--- src/rtl/run_length_detector_pkg.sv ---
//------------------------------------------------------------------------------
// Module : run_len_pkg
// Brief  : FSM state encoding and saturation helper for run_length_detector.
// Rev    : 1.0
//------------------------------------------------------------------------------
`default_nettype none

package run_len_pkg;

  // 2'd3 is unused; the detector treats it as IDLE.
  typedef enum logic [1:0] {
    IDLE  = 2'd0,
    ARMED = 2'd1,
    RUN   = 2'd2
  } state_t;

  function automatic int unsigned SAT_MAX(input int unsigned w);
    return (32'd1 << w) - 32'd1;
  endfunction

endpackage

`default_nettype wire

--- src/rtl/run_length_detector_if.sv ---
//------------------------------------------------------------------------------
// Module : run_length_detector_if
// Brief  : Sample input and run-report output bundle of run_length_detector.
// Rev    : 1.0
//------------------------------------------------------------------------------
`default_nettype none

interface run_length_detector_if #(
  parameter int CNT_W  = 4,
  parameter int RCNT_W = 8
);
  logic              en;
  logic              x;
  logic              mode;
  logic [CNT_W-1:0]  len_o;
  logic              valid_o;
  logic              sat_o;
  logic              busy_o;
  logic [RCNT_W-1:0] runs_o;

  modport master (
    output en, x, mode,
    input  len_o, valid_o, sat_o, busy_o, runs_o
  );

  modport slave (
    input  en, x, mode,
    output len_o, valid_o, sat_o, busy_o, runs_o
  );
endinterface

`default_nettype wire

--- src/rtl/run_length_detector_sat_counter.sv ---
//------------------------------------------------------------------------------
// Module : sat_counter
// Brief  : Up-counter that sticks at 2^CNT_W-1; clear has priority over inc.
// Rev    : 1.0
//------------------------------------------------------------------------------
`default_nettype none

module sat_counter
  import run_len_pkg::*;
#(
  parameter int CNT_W = 4
) (
  input  wire              clk,
  input  wire              rst,
  input  wire              i_clr,
  input  wire              i_inc,
  output logic [CNT_W-1:0] o_cnt,
  output logic             o_at_max
);

  localparam logic [CNT_W-1:0] c_max = CNT_W'(SAT_MAX(CNT_W));

  logic [CNT_W-1:0] r_cnt;

  always_ff @(posedge clk) begin
    if (rst || i_clr) begin
      r_cnt <= '0;
    end else if (i_inc && (r_cnt != c_max)) begin
      r_cnt <= r_cnt + 1'b1;
    end
  end

  assign o_cnt    = r_cnt;
  assign o_at_max = (r_cnt == c_max);

endmodule

`default_nettype wire

--- src/rtl/run_length_detector.sv ---
//------------------------------------------------------------------------------
// Module : run_length_detector
// Brief  : Measures delimiter-framed runs of mark symbols on a serial input.
// Rev    : 1.0
//------------------------------------------------------------------------------
`default_nettype none

module run_length_detector
  import run_len_pkg::*;
#(
  parameter int CNT_W   = 4,
  parameter int MIN_RUN = 1,
  parameter int RCNT_W  = 8
) (
  input  wire                  clk,
  input  wire                  rst,
  run_length_detector_if.slave bus
);

  localparam logic [CNT_W-1:0] c_min_run = CNT_W'(MIN_RUN);

  state_t            r_state;
  logic              r_mode_q;
  logic [CNT_W-1:0]  r_len;
  logic              r_valid;
  logic              r_sat;
  logic [RCNT_W-1:0] r_runs;

  logic [CNT_W-1:0]  w_cnt;
  logic              w_at_max;
  logic              w_delim;
  logic              w_mode_chg;
  logic              w_counting;
  logic              w_clr;
  logic              w_inc;

  assign w_delim    = (bus.x == bus.mode);
  assign w_mode_chg = (bus.mode != r_mode_q);
  assign w_counting = (r_state == ARMED) || (r_state == RUN);

  // The counter is zero on entry to ARMED, so a single inc yields the first mark.
  assign w_clr = bus.en && (w_mode_chg || !w_counting || ((r_state == RUN) && w_delim));
  assign w_inc = bus.en && !w_mode_chg && !w_delim && w_counting;

  sat_counter #(
    .CNT_W (CNT_W)
  ) u_cnt (
    .clk      (clk),
    .rst      (rst),
    .i_clr    (w_clr),
    .i_inc    (w_inc),
    .o_cnt    (w_cnt),
    .o_at_max (w_at_max)
  );

  always_ff @(posedge clk) begin
    if (rst) begin
      r_state  <= IDLE;
      r_mode_q <= 1'b0;
      r_len    <= '0;
      r_valid  <= 1'b0;
      r_sat    <= 1'b0;
      r_runs   <= '0;
    end else begin
      r_valid <= 1'b0;
      if (bus.en) begin
        r_mode_q <= bus.mode;
        if (w_mode_chg) begin
          r_state <= IDLE;
        end else begin
          case (r_state)
            IDLE:  if (w_delim)  r_state <= ARMED;
            ARMED: if (!w_delim) r_state <= RUN;
            RUN: begin
              if (w_delim) begin
                r_state <= ARMED;
                if (w_cnt >= c_min_run) begin
                  r_len   <= w_cnt;
                  r_sat   <= w_at_max;
                  r_valid <= 1'b1;
                  r_runs  <= r_runs + 1'b1;
                end
              end
            end
            default: r_state <= IDLE;
          endcase
        end
      end
    end
  end

  assign bus.len_o   = r_len;
  assign bus.valid_o = r_valid;
  assign bus.sat_o   = r_sat;
  assign bus.busy_o  = (r_state == RUN);
  assign bus.runs_o  = r_runs;

endmodule

`default_nettype wire

--- src/flat_wrapper.sv ---
// flat-port wrapper written by rule: the top's interface ports become plain ports
module run_length_detector_flat import run_len_pkg::*;
#(
  parameter int CNT_W   = 4,
  parameter int MIN_RUN = 1,
  parameter int RCNT_W  = 8
)
  (clk, rst, bus_en, bus_x, bus_mode, bus_len_o, bus_valid_o, bus_sat_o, bus_busy_o, bus_runs_o);
  run_length_detector_if #(.CNT_W(CNT_W), .RCNT_W(RCNT_W)) bus_i ();
  input  wire clk;
  input  wire rst;
  input wire logic [$bits(bus_i.en)-1:0] bus_en;
  input wire logic [$bits(bus_i.x)-1:0] bus_x;
  input wire logic [$bits(bus_i.mode)-1:0] bus_mode;
  output wire logic [$bits(bus_i.len_o)-1:0] bus_len_o;
  output wire logic [$bits(bus_i.valid_o)-1:0] bus_valid_o;
  output wire logic [$bits(bus_i.sat_o)-1:0] bus_sat_o;
  output wire logic [$bits(bus_i.busy_o)-1:0] bus_busy_o;
  output wire logic [$bits(bus_i.runs_o)-1:0] bus_runs_o;
  assign bus_i.en = bus_en;
  assign bus_i.x = bus_x;
  assign bus_i.mode = bus_mode;
  assign bus_len_o = bus_i.len_o;
  assign bus_valid_o = bus_i.valid_o;
  assign bus_sat_o = bus_i.sat_o;
  assign bus_busy_o = bus_i.busy_o;
  assign bus_runs_o = bus_i.runs_o;
  run_length_detector #(.CNT_W(CNT_W), .MIN_RUN(MIN_RUN), .RCNT_W(RCNT_W)) u_core (.clk(clk), .rst(rst), .bus(bus_i));
endmodule
--- config.mk ---
export PLATFORM = sky130hd
export DESIGN_NAME = run_length_detector_flat
export DESIGN_NICKNAME = d
export VERILOG_FILES = /design/src/rtl/run_length_detector_pkg.sv /design/src/rtl/run_length_detector_if.sv /design/src/rtl/run_length_detector_sat_counter.sv /design/src/rtl/run_length_detector.sv /design/src/flat_wrapper.sv
export SDC_FILE = /design/constraint.sdc
export NUM_CORES = 1
export LEC_CHECK = 0
export ABC_AREA = 1
export CORE_MARGIN = 2
export CORE_UTILIZATION = 55
export CTS_CLUSTER_SIZE = 24
export DETAILED_ROUTE_END_ITERATION = 8
export PLACE_DENSITY = 0.8
export SKIP_LAST_GASP = 1
export SYNTH_ARGS = -nofsm -noshare
export SYNTH_HDL_FRONTEND = slang
export SYNTH_SLANG_ARGS = --single-unit
--- constraint.sdc ---
create_clock -name clk -period 3.8 [get_ports clk]
set_clock_uncertainty 0.05 [all_clocks]
set_input_delay 0.95 -clock clk [delete_from_list [all_inputs] [get_ports clk]]
set_output_delay 0.95 -clock clk [all_outputs]
set_load 0.1 [all_outputs]
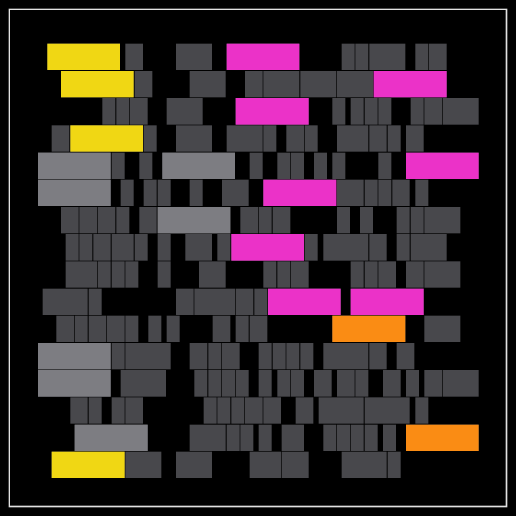
*Sequential cells grouped by signal name, run 1*
(10 px per µm) Other sequential cells in the stronger grey, the rest of the logic in the fainter grey.
- yellow: `u_core.bus.len_o` (flops 4)
- magenta: `u_core.bus.runs_o` (flops 8)
- orange: `u_core.r_state` (flops 2)
- not coloured: 7

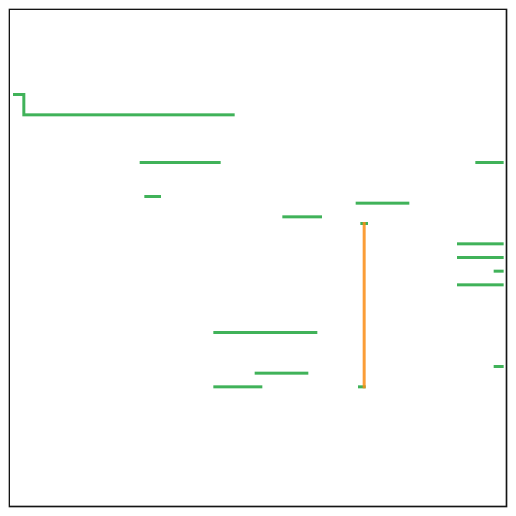
*Wiring by layer, run 1*
(10 px per µm) Only two layers are drawn.
- green: met3 (wire length 79.1 µm)
- orange: met4 (wire length 16.3 µm)
Via Count: 1098
Wirelength per Cell: 10.9 µm
Post-Route WL: 2.34 mm
All-Layer GR Usage: 0.210

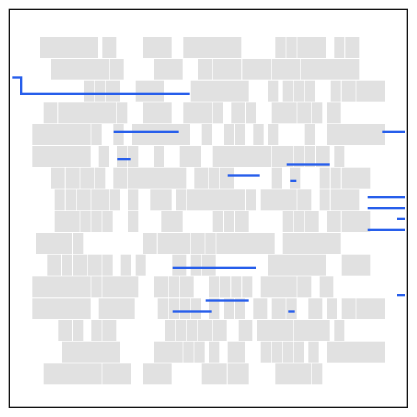
*Met3 routing, run 1*
(8 px per µm) Cells faint in the background.
- wire length on this layer: 79.1 µm
- longest straight run: 20.9 µm
- share of all routed wire: 3.4%
- main direction: horizontal
GRT met3 Usage: 0.0364

## run 1: tightest hold or removal path, delay by kind of cell (launching register included)
family,cells,cell delay (ns)
flip-flops,1,0.34
AND/OR/NAND/NOR,2,0.13
## run 1: cell type report
cell class	instances	area, µm²	area share
multi-input cells	127	629	0.463
flip-flops and latches	21	420	0.309
repair buffers	19	188	0.138
inverters	16	60.1	0.0442
well taps	27	33.8	0.0249
clock buffers	3	22.5	0.0166
clock inverters	1	5.00	0.00368
## run 1: power groups by stage
stage | sequential, µW | combinational [µW] | clock, µW
after floorplan | 231 | 40.0 | 0
final | 227 | 54.3 | 105
after detailed placement | 232 | 53.8 | 0
after global placement | 231 | 51.6 | 0
after CTS | 227 | 54.2 | 108
after global routing | 228 | 62.3 | 117
## run 1: state kept, by name, indices dropped and copies added, names as in the netlist
register and count:
u_core.bus.len_o 4, u_core.u_cnt.o_cnt 4, u_core.r_state 2, u_core.bus.sat_o 1, u_core.bus.runs_o 8, u_core.r_mode_q 1, u_core.bus.valid_o 1
## run 1: logic make-up after synthesis
logic type / count (synthesis) / synth area share
compound gates: 21 / 0.0920
xor+xnor: 3 / 0.0230
fa+ha+maj: 8 / 0.0876
buf+inv: 21 / 0.0811
flops: 21 / 0.368
simple gates: 95 / 0.348
## run 1: final timing paths
kind                                             from              endpoint  slack (ns)  cells after the start
worst max-delay path             u_core.bus.runs_o[4]         bus_runs_o[4]        0.91                      1
worst min-delay path                 u_core.bus.sat_o      u_core.bus.sat_o        0.45                      2
worst max register to register  u_core.u_cnt.o_cnt[0]  u_core.bus.runs_o[2]        2.16                      8
worst min register to register       u_core.bus.sat_o      u_core.bus.sat_o        0.45                      2
==> flow_metrics.py, run 1 <==
# Metrics from the implementation run
metrics = {
    "floorplan": {
        "die_x_um": 49.6,
        "fp-utilization": 0.582,
        "chipHeight_um": 49.6,
        "core_area_um2": 1960,
        "die_area_um2": 2460,
        "placementRows": 16,
        "ios": 20,
    },
    "yosys": {
        "ys_cells": 169,
        "syn_avg_cell_area_um2": 6.76,
        "async_reset_ff_frac": 0,
        "ys_top_cells_by_count": "nand2_1 (48), nor2_1 (23), dfxtp_1 (21), nand3_1 (19), inv_1 (16)",
        "synth_area_um2": 1140,
        "fp_nets": 182,
        "synth_top_area_share": 0.368,
        "ff_type": "dfxtp_1",
        "yosysChipArea_um2": 1140,
        "synth-edff-count": 0,
        "synthCells": 169,
        "topCellsByArea": "dfxtp_1 (37%), nand2_1 (16%), ha_1 (8.8%), nand3_1 (8.3%), nor2_1 (7.6%)",
        "yosysTopAreaCell": "dfxtp_1",
        "ys_ff": 21,
    },
    "critical_path": {
        "path_cells": "clkdlybuf4s50_1",
        "required_ns": 2.80,
        "critPathTopFamily": "buffers and inverters",
        "crit_type": "reg -> out",
        "cp_max_fo": 5,
        "cp_slowest_stage_delay_ns": 1.17,
        "crit_slowest_cell": "clkdlybuf4s50_1",
        "path_buffers": 1,
    },
    "timing": {
        "setup_viol": 0,
        "fmax_mhz": 346,
        "finalMaxSlewViolations": 0,
        "max_slew.worst_pin.slew_ns": 0.973,
        "hold_viol": 0,
        "finalClockPeriodUsage": 0.760,
        "fin_setup_tns_ns": 0,
        "fin_crit_ns": 2.89,
        "holdWs_ns": 0.448,
    },
    "placement": {
        "hpwlAfterDp_mm": 1.82,
        "placedCellCount": 210,
        "dp_slack_ns": 1.18,
        "port_buffers": 19,
        "dpl_cell_area_um2": 1330,
    },
    "cells_and_area": {
        "syn_to_final_growth_pct": 18.9,
        "lay_top_cells": "nand2_1 (48), nor2_1 (23), dfxtp_1 (21)",
        "final_area_um2": 1360,
        "nFillCells": 196,
        "fin_cells": 214,
        "final_common_cell": "nand2_1",
        "finalNetCount": 201,
        "drive_gt1_frac": 0.0374,
        "utilization": 0.693,
    },
    "drt": {
        "vias_per_cell": 5.13,
        "drcViolationCount": 0,
        "top_layer": "met4",
        "drt-initial-drc-count": 8,
        "wl_met3_um": 79,
        "met1_length_mm": 1.09,
    },
    "cts": {
        "cts.path.max_buffers": 2,
        "path_clk_slew_ns": 0.12,
        "cts_max_level": 1,
        "post_cts_resized": 0,
        "root_buffer": "clkbuf_4",
        "post_cts.repair.setup_buffers": 0,
        "cts_inserted_buffers": 3,
        "cts_tree": "built",
        "insertion_delay_ns": 0.29,
        "hold_buffers": 0,
    },
    "pwr": {
        "p_leak_uw": 0.000568,
        "max-vdd-ir-drop_uv": 186,
        "seq_power_share": 0.588,
        "power_uw": 386,
        "p_clk_frac": 0.271,
        "p_sw_frac": 0.273,
        "power_switching_uw": 105,
        "power.density_nw_per_um2": 284,
    },
    "global_routing": {
        "antenna_found_initial": 0,
        "grt.overflow.total": 0,
        "grt_pass1_vias": 966,
        "grt_util_met1": 0.275,
        "grt_pass1_wl_mm": 4.12,
    },
    "flow_run": {
        "tool_warnings": 31,
    },
    "status": {
        "status": "finished clean",
    },
    "min_path": {
        "min_path_type": "reg -> reg",
    },
}
### Track usage over the die, run 1

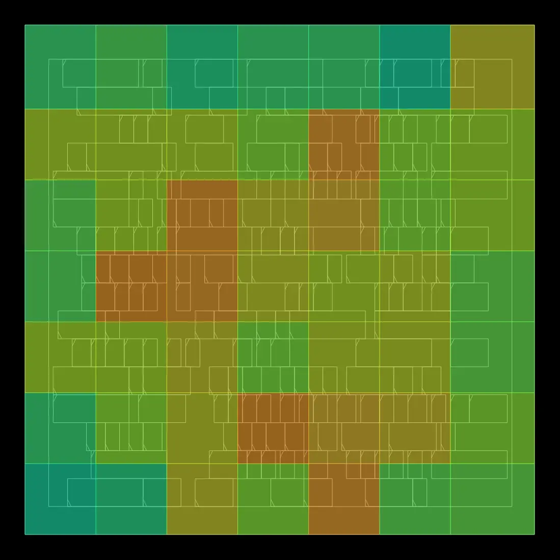

--- run 2 (diff from run 1) ---
Settings changed: CORE_UTILIZATION 55 to 51, PLACE_DENSITY 0.8 to 0.75.
Clock period 3.8 ns to 3 ns, I/O delays scaled along.
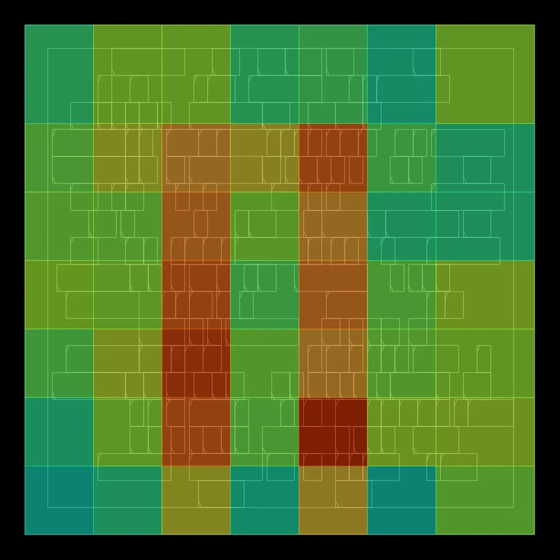
*Track usage over the die, run 2*
GR Util met2: 0.323
Wirelength per Cell: 10.4 µm
grt met1 use: 0.245
GRT met3 Usage: 0.0351
Util after Layout: 0.611

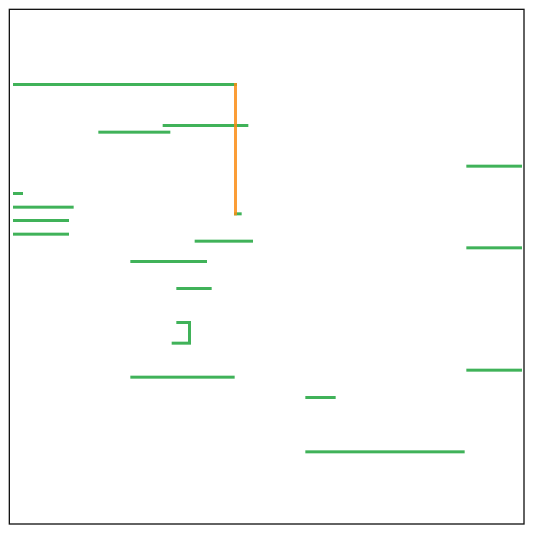
*Wiring by layer, run 2*
(10 px per µm) Only two layers are drawn.
- orange: met4 (wire length 12.9 µm)
- green: met3 (wire length 120 µm)
Post-Route WL: 2.24 mm
All-Layer GR Usage: 0.188

==> run 2 against run 1 <==
Combinational power rose by 23%; sequential power rose by 27%; worst hold slack lost 0.0087 ns; global-route usage shrank 2.2 points; cell count up 0.47%; non-clock buffer count unchanged; via count decreased by 1.1%; largest power group unchanged.
==> flow_metrics.py, run 2 <==
# Metrics from the implementation run
metrics = {
    "status": {
        "status": "finished clean",
    },
    "drt": {
        "drcViolationCount": 0,
        "vias": 1086,
        "vias_per_cell": 5.05,
        "drt-initial-drc-count": 19,
    },
    "critical_path": {
        "r2r-end": "u_core.bus.sat_o",
        "ff2ff_path_depth": 7,
        "rr_startpoint": "u_core.u_cnt.o_cnt[0]",
        "crit_path_start": "bus_en",
        "cp_slowest_stage_delay_ns": 0.64,
        "crit_slowest_cell": "clkdlybuf4s50_1",
        "cp_max_fo": 11,
        "required_ns": 3.20,
        "r2r_slack_ns": 1.37,
        "path_cells": "clkdlybuf4s50_1 > nand2_1 > nor2_1 > nand3_1 > nor2_1 > nand2_1 > nand2_1",
    },
    "pwr": {
        "max-vdd-ir-drop_uv": 265,
        "power.density_nw_per_um2": 369,
        "power_switching_uw": 133,
        "p_sw_frac": 0.273,
        "seq_power_share": 0.588,
        "p_clk_frac": 0.275,
    },
    "min_path": {
        "min_path_cells": 2,
        "min_from": "u_core.bus.sat_o",
        "min_path_type": "reg -> reg",
    },
    "yosys": {
        "yosysChipArea_um2": 1140,
        "fp_nets": 182,
        "synth-edff-count": 0,
        "synthCells": 169,
        "async_reset_ff_frac": 0,
        "synth_area_um2": 1140,
        "ff_type": "dfxtp_1",
        "yosysTopAreaCell": "dfxtp_1",
        "synth_top_area_share": 0.368,
        "ys_top_cells_by_count": "nand2_1 (48), nor2_1 (23), dfxtp_1 (21), nand3_1 (19), inv_1 (16)",
        "ys_cells": 169,
        "ys_ff": 21,
        "syn_avg_cell_area_um2": 6.76,
    },
    "cts": {
        "path_clk_slew_ns": 0.11,
        "cts.path.max_buffers": 2,
        "cts_max_level": 1,
        "cts_inserted_buffers": 3,
        "post_cts_resized": 0,
        "post_cts.repair.setup_buffers": 0,
        "insertion_delay_ns": 0.30,
    },
    "placement": {
        "hpwlAfterDp_mm": 1.70,
        "place_congestion": 0.854,
        "dp_slack_ns": 0.597,
        "port_buffers": 19,
    },
    "cells_and_area": {
        "final_common_cell": "nand2_1",
        "drive_gt1_frac": 0.112,
        "largest_register_ff_count": 8,
        "nFillCells": 209,
        "lay_top_cells": "nand2_1 (48), nor2_1 (23), dfxtp_1 (21)",
        "seqCellArea_um2": 420,
        "syn_to_final_growth_pct": 16.0,
        "mi_logic_area_um2": 629,
    },
    "timing": {
        "finalMaxSlewViolations": 0,
        "setup_viol": 0,
        "holdWs_ns": 0.439,
        "hold_viol": 0,
        "finalClockPeriodUsage": 0.700,
        "fin_crit_ns": 2.10,
        "fin_setup_tns_ns": 0,
    },
    "global_routing": {
        "grt_pass1_vias": 936,
        "grt.overflow.total": 0,
        "antenna_found_initial": 0,
        "grt_pass1_wl_mm": 3.84,
    },
    "floorplan": {
        "fp-utilization": 0.527,
        "core_area_um2": 2170,
        "chipHeight_um": 51.3,
        "die_area_um2": 2630,
        "ios": 20,
        "die_x_um": 51.3,
    },
    "flow_run": {
        "tool_warnings": 31,
    },
}
[run 2: stage by stage]
stage          std cells  power, µW  area (µm²)
6_report             215        489        1330
5_1_grt              215        512        1330
4_1_cts              215        494        1330
3_5_place_dp         211        361        1300
3_3_place_gp         211        359        1300
2_1_floorplan        169        344        1140
[run 2: logic make-up after synthesis]
kind of cell | share of synthesized area
adders and majority gates | 0.0876
DFF | 0.368
AOI/OAI and AO/OA | 0.0920
and+or+nand+nor | 0.348
xor gates and xnor gates | 0.0230
buffers and inverters | 0.0811
[run 2: routing by layer]
metal  wire [µm]  vias up  global-route usage
met5           0        -                   0
met4          12        0              0.0439
met3         119        2              0.0351
met2        1040       29               0.323
met1        1070      479               0.245
li1            -      576                   -
[run 2: power by group through the flow]
stage          sequential, µW  clock, µW  combinational [µW]
5_1_grt                   288        147                76.7
2_1_floorplan             293          0                50.6
6_report                  288        134                66.9
3_5_place_dp              294          0                66.6
3_3_place_gp              293          0                65.6
4_1_cts                   288        139                67.1
[run 2: worst max-delay path, delay by kind of cell]
kind | cells | cell delay (ns)
buffers and inverters | 1 | 0.64
and+or+nand+nor | 6 | 0.91
[run 2: worst max path at each step]
stage / endpoint / slack, ns / depth (start not counted)
finish: u_core.bus.sat_o / 0.90 / 7
global placement: u_core.bus.sat_o / 0.63 / 7
detailed placement: u_core.bus.sat_o / 0.60 / 7
floorplan: u_core.bus.runs_o[3] / 0.91 / 9
global route: u_core.bus.sat_o / 0.74 / 9
CTS: u_core.bus.sat_o / 0.91 / 7
[run 2: cell type report]
type                    count  area share
multi-input cells         127       0.475
repair buffers             19       0.115
flip-flops and latches     21       0.317
clock inverters             1     0.00378
well taps                  28      0.0264
clock buffers               3      0.0170
inverters                  16      0.0453
### M1 wires, run 2

(12 px per µm) Supply wires on this layer in grey. Cells faint in the background.
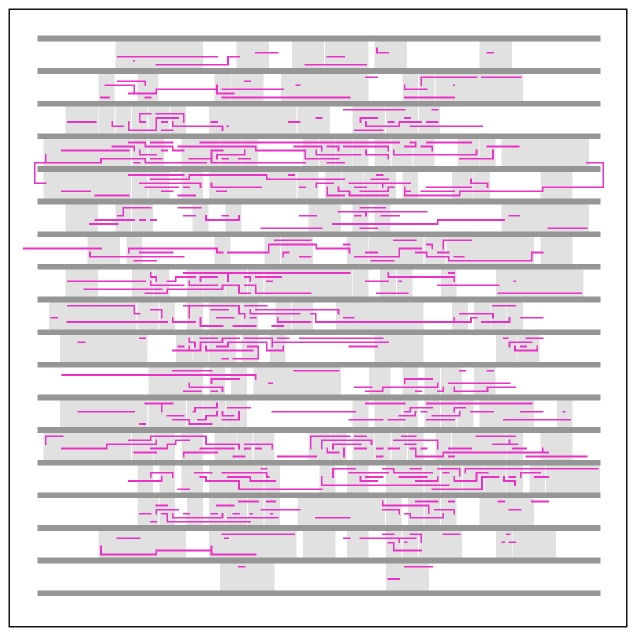

--- run 3 (diff from run 2) ---
Settings changed: CORE_UTILIZATION 51 to 46, PLACE_DENSITY 0.75 to 0.71.
Clock period 3 ns to 1.7 ns, I/O delays scaled along.
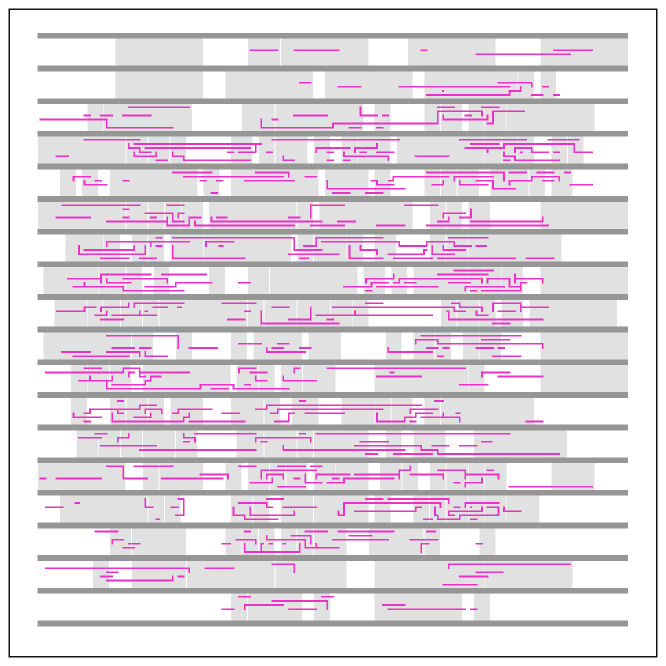
*M1 wires, run 3*
(12 px per µm) Supply wires on this layer in grey. Cells faint in the background.
- main direction: horizontal
- share of all routed wire: 44%
- wire length on this layer: 1170 µm
- nets with wire on the layer: 194
- longest straight run: 16.1 µm

==> run 3 against run 2 <==
Wire length is 19% higher; highest routed layer unchanged; global-route usage is 2.3 points higher; count of clock-buffer cells in the layout stayed put; critical endpoint is now bus_busy_o; sequential share of layout area is 6.5 points lower.
==> flow_metrics.py, run 3 <==
# Metrics from the implementation run
metrics = {
    "placement": {
        "dpl_cell_area_um2": 1650,
        "place_congestion": 0.767,
        "dp_slack_ns": -0.333,
        "hpwlAfterDp_mm": 2.06,
        "port_buffers": 19,
        "placedCellCount": 231,
    },
    "cells_and_area": {
        "largest_register_ff_count": 8,
        "drive_gt1_frac": 0.234,
        "seqCellArea_um2": 428,
        "syn_to_final_growth_pct": 48.4,
        "nFillCells": 183,
        "utilization": 0.704,
        "final_common_cell": "nand2_1",
        "fin_cells": 235,
        "finalNetCount": 219,
        "lay_top_cells": "nand2_1 (48), nor2_1 (22), nand3_1 (19)",
        "mi_logic_area_um2": 652,
    },
    "critical_path": {
        "cp.depth": 3,
        "crit_slowest_cell": "dfxtp_2",
        "crit_type": "reg -> out",
        "critPathTopFamily": "flip-flops",
        "cp_max_fo": 4,
        "cp_slowest_stage_delay_ns": 0.36,
        "cp-start-kind": "flop",
        "required_ns": 1.22,
        "path_buffers": 2,
        "arrival_ns": 1.13,
        "ff2ff_path_depth": 7,
        "path_cells": "inv_1 > ha_4 > buf_12",
    },
    "cts": {
        "post_cts.repair.setup_buffers": 0,
        "cts_tree": "built",
        "cts_max_level": 1,
        "root_buffer": "clkbuf_4",
        "cts.path.max_buffers": 2,
        "insertion_delay_ns": 0.31,
        "cts_inserted_buffers": 3,
        "hold_buffers": 0,
        "post_cts_resized": 0,
        "path_clk_slew_ns": 0.12,
    },
    "timing": {
        "max_slew.worst_pin.slew_ns": 0.244,
        "holdWs_ns": 0.461,
        "fin_crit_ns": 1.61,
        "hold_viol": 0,
        "finalMaxSlewViolations": 0,
        "setup_viol": 0,
        "fin_setup_tns_ns": 0,
        "finalClockPeriodUsage": 0.947,
        "fmax_mhz": 621,
    },
    "floorplan": {
        "chipHeight_um": 53.8,
        "placementRows": 18,
        "ios": 20,
        "die_x_um": 53.8,
        "core_area_um2": 2410,
        "die_area_um2": 2900,
    },
    "yosys": {
        "syn_avg_cell_area_um2": 6.76,
        "yosysTopAreaCell": "dfxtp_1",
        "ys_ff": 21,
        "synth_area_um2": 1140,
        "ys_cells": 169,
        "synth-edff-count": 0,
        "synth_top_area_share": 0.368,
        "synthCells": 169,
        "yosysUniqueCellTypes": 19,
        "ff_type": "dfxtp_1",
        "ys_top_cells_by_count": "nand2_1 (48), nor2_1 (23), dfxtp_1 (21), nand3_1 (19), inv_1 (16)",
        "yosysChipArea_um2": 1140,
        "topCellsByArea": "dfxtp_1 (37%), nand2_1 (16%), ha_1 (8.8%), nand3_1 (8.3%), nor2_1 (7.6%)",
        "async_reset_ff_frac": 0,
        "fp_nets": 182,
    },
    "drt": {
        "vias_per_cell": 4.93,
        "drt-initial-drc-count": 25,
        "drcViolationCount": 0,
        "antenna_left": 0,
    },
    "flow_run": {
        "tool_warnings": 32,
    },
    "global_routing": {
        "antenna_found_initial": 0,
        "grt.overflow.total": 0,
        "grt_pass1_wl_mm": 4.41,
        "grt_pass1_vias": 1076,
        "grt_max_degree": 13,
    },
    "pwr": {
        "power.density_nw_per_um2": 545,
        "p_leak_uw": 0.000745,
        "max-vdd-ir-drop_uv": 530,
        "power_uw": 924,
    },
    "status": {
        "status": "finished clean",
    },
    "min_path": {
        "min_path_type": "reg -> reg",
        "min_path_cells": 2,
    },
}
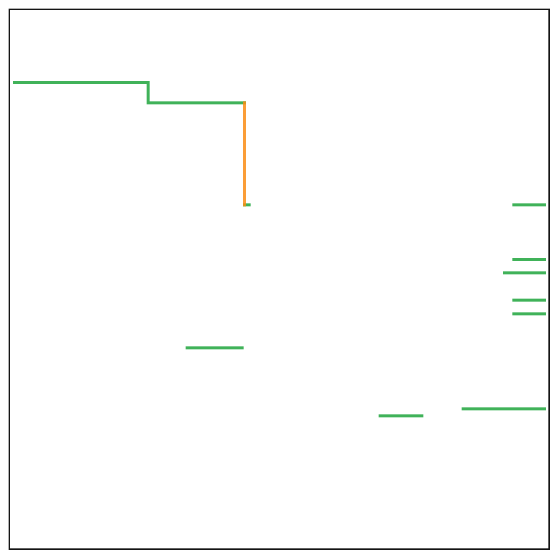
*Wiring by layer, run 3*
(10 px per µm) Only two layers are drawn.
- green: met3 (wire length 59.3 µm)
- orange: met4 (wire length 10.2 µm)
All-Layer GR Usage: 0.212
Wirelength per Cell: 11.3 µm
Post-Route WL: 2.66 mm
Via Count: 1159

[run 3: netlist changes by cell type in the layout (fill, tap and decap cells not counted), sizes merged]
cell and change:
buf +18, clkdlybuf4s50 -1, dlymetal6s2s +1
[run 3: report_power, final]
group	internal, µW	total [µW]	switching [µW]
combinational	72.7	163	90.3
sequential	500	509	9.14
clock	87.9	252	165
total	660	924	264
[run 3: layout make-up]
class,instances,area share
multi-input combinational,127,0.385
timing repair buffer,37,0.289
sequential,21,0.252
inverter,16,0.0354
tap,30,0.0221
clock buffer,3,0.0133
clock inverter,1,0.00295
[run 3: metal layers]
layer | track usage | wire length, µm | vias to the layer above | share of wire
met5 | 0 | 0 | - | 0
met2 | 0.390 | 1420 | 11 | 0.53
met3 | 0.0333 | 59 | 2 | 0.022
li1 | - | - | 610 | -
met4 | 0.0769 | 10 | 0 | 0.0038
met1 | 0.242 | 1170 | 536 | 0.44
[run 3: final timing paths]
| check | start | endpoint | slack (ns) |
|---|---|---|---|
| worst max register to register | u_core.r_state[1] | u_core.u_cnt.o_cnt[0] | 0.14 |
| worst min-delay path | u_core.bus.runs_o[0] | u_core.bus.runs_o[0] | 0.46 |
| worst min register to register | u_core.bus.runs_o[0] | u_core.bus.runs_o[0] | 0.46 |
| worst max-delay path | u_core.r_state[0] | bus_busy_o | 0.09 |
[run 3: cells by family (layout without fill, tap and decap cells)]
kind of cell | after synthesis | after routing | synth area share
AND/OR/NAND/NOR | 95 | 95 | 0.348
AND-OR/OR-AND | 21 | 21 | 0.0920
flip-flops | 21 | 21 | 0.368
buffers and inverters | 21 | 57 | 0.0811
adder cells (fa/ha/maj) | 8 | 8 | 0.0876
XOR/XNOR | 3 | 3 | 0.0230
Power figures rest on the tool's default switching activity, not on a simulated workload.
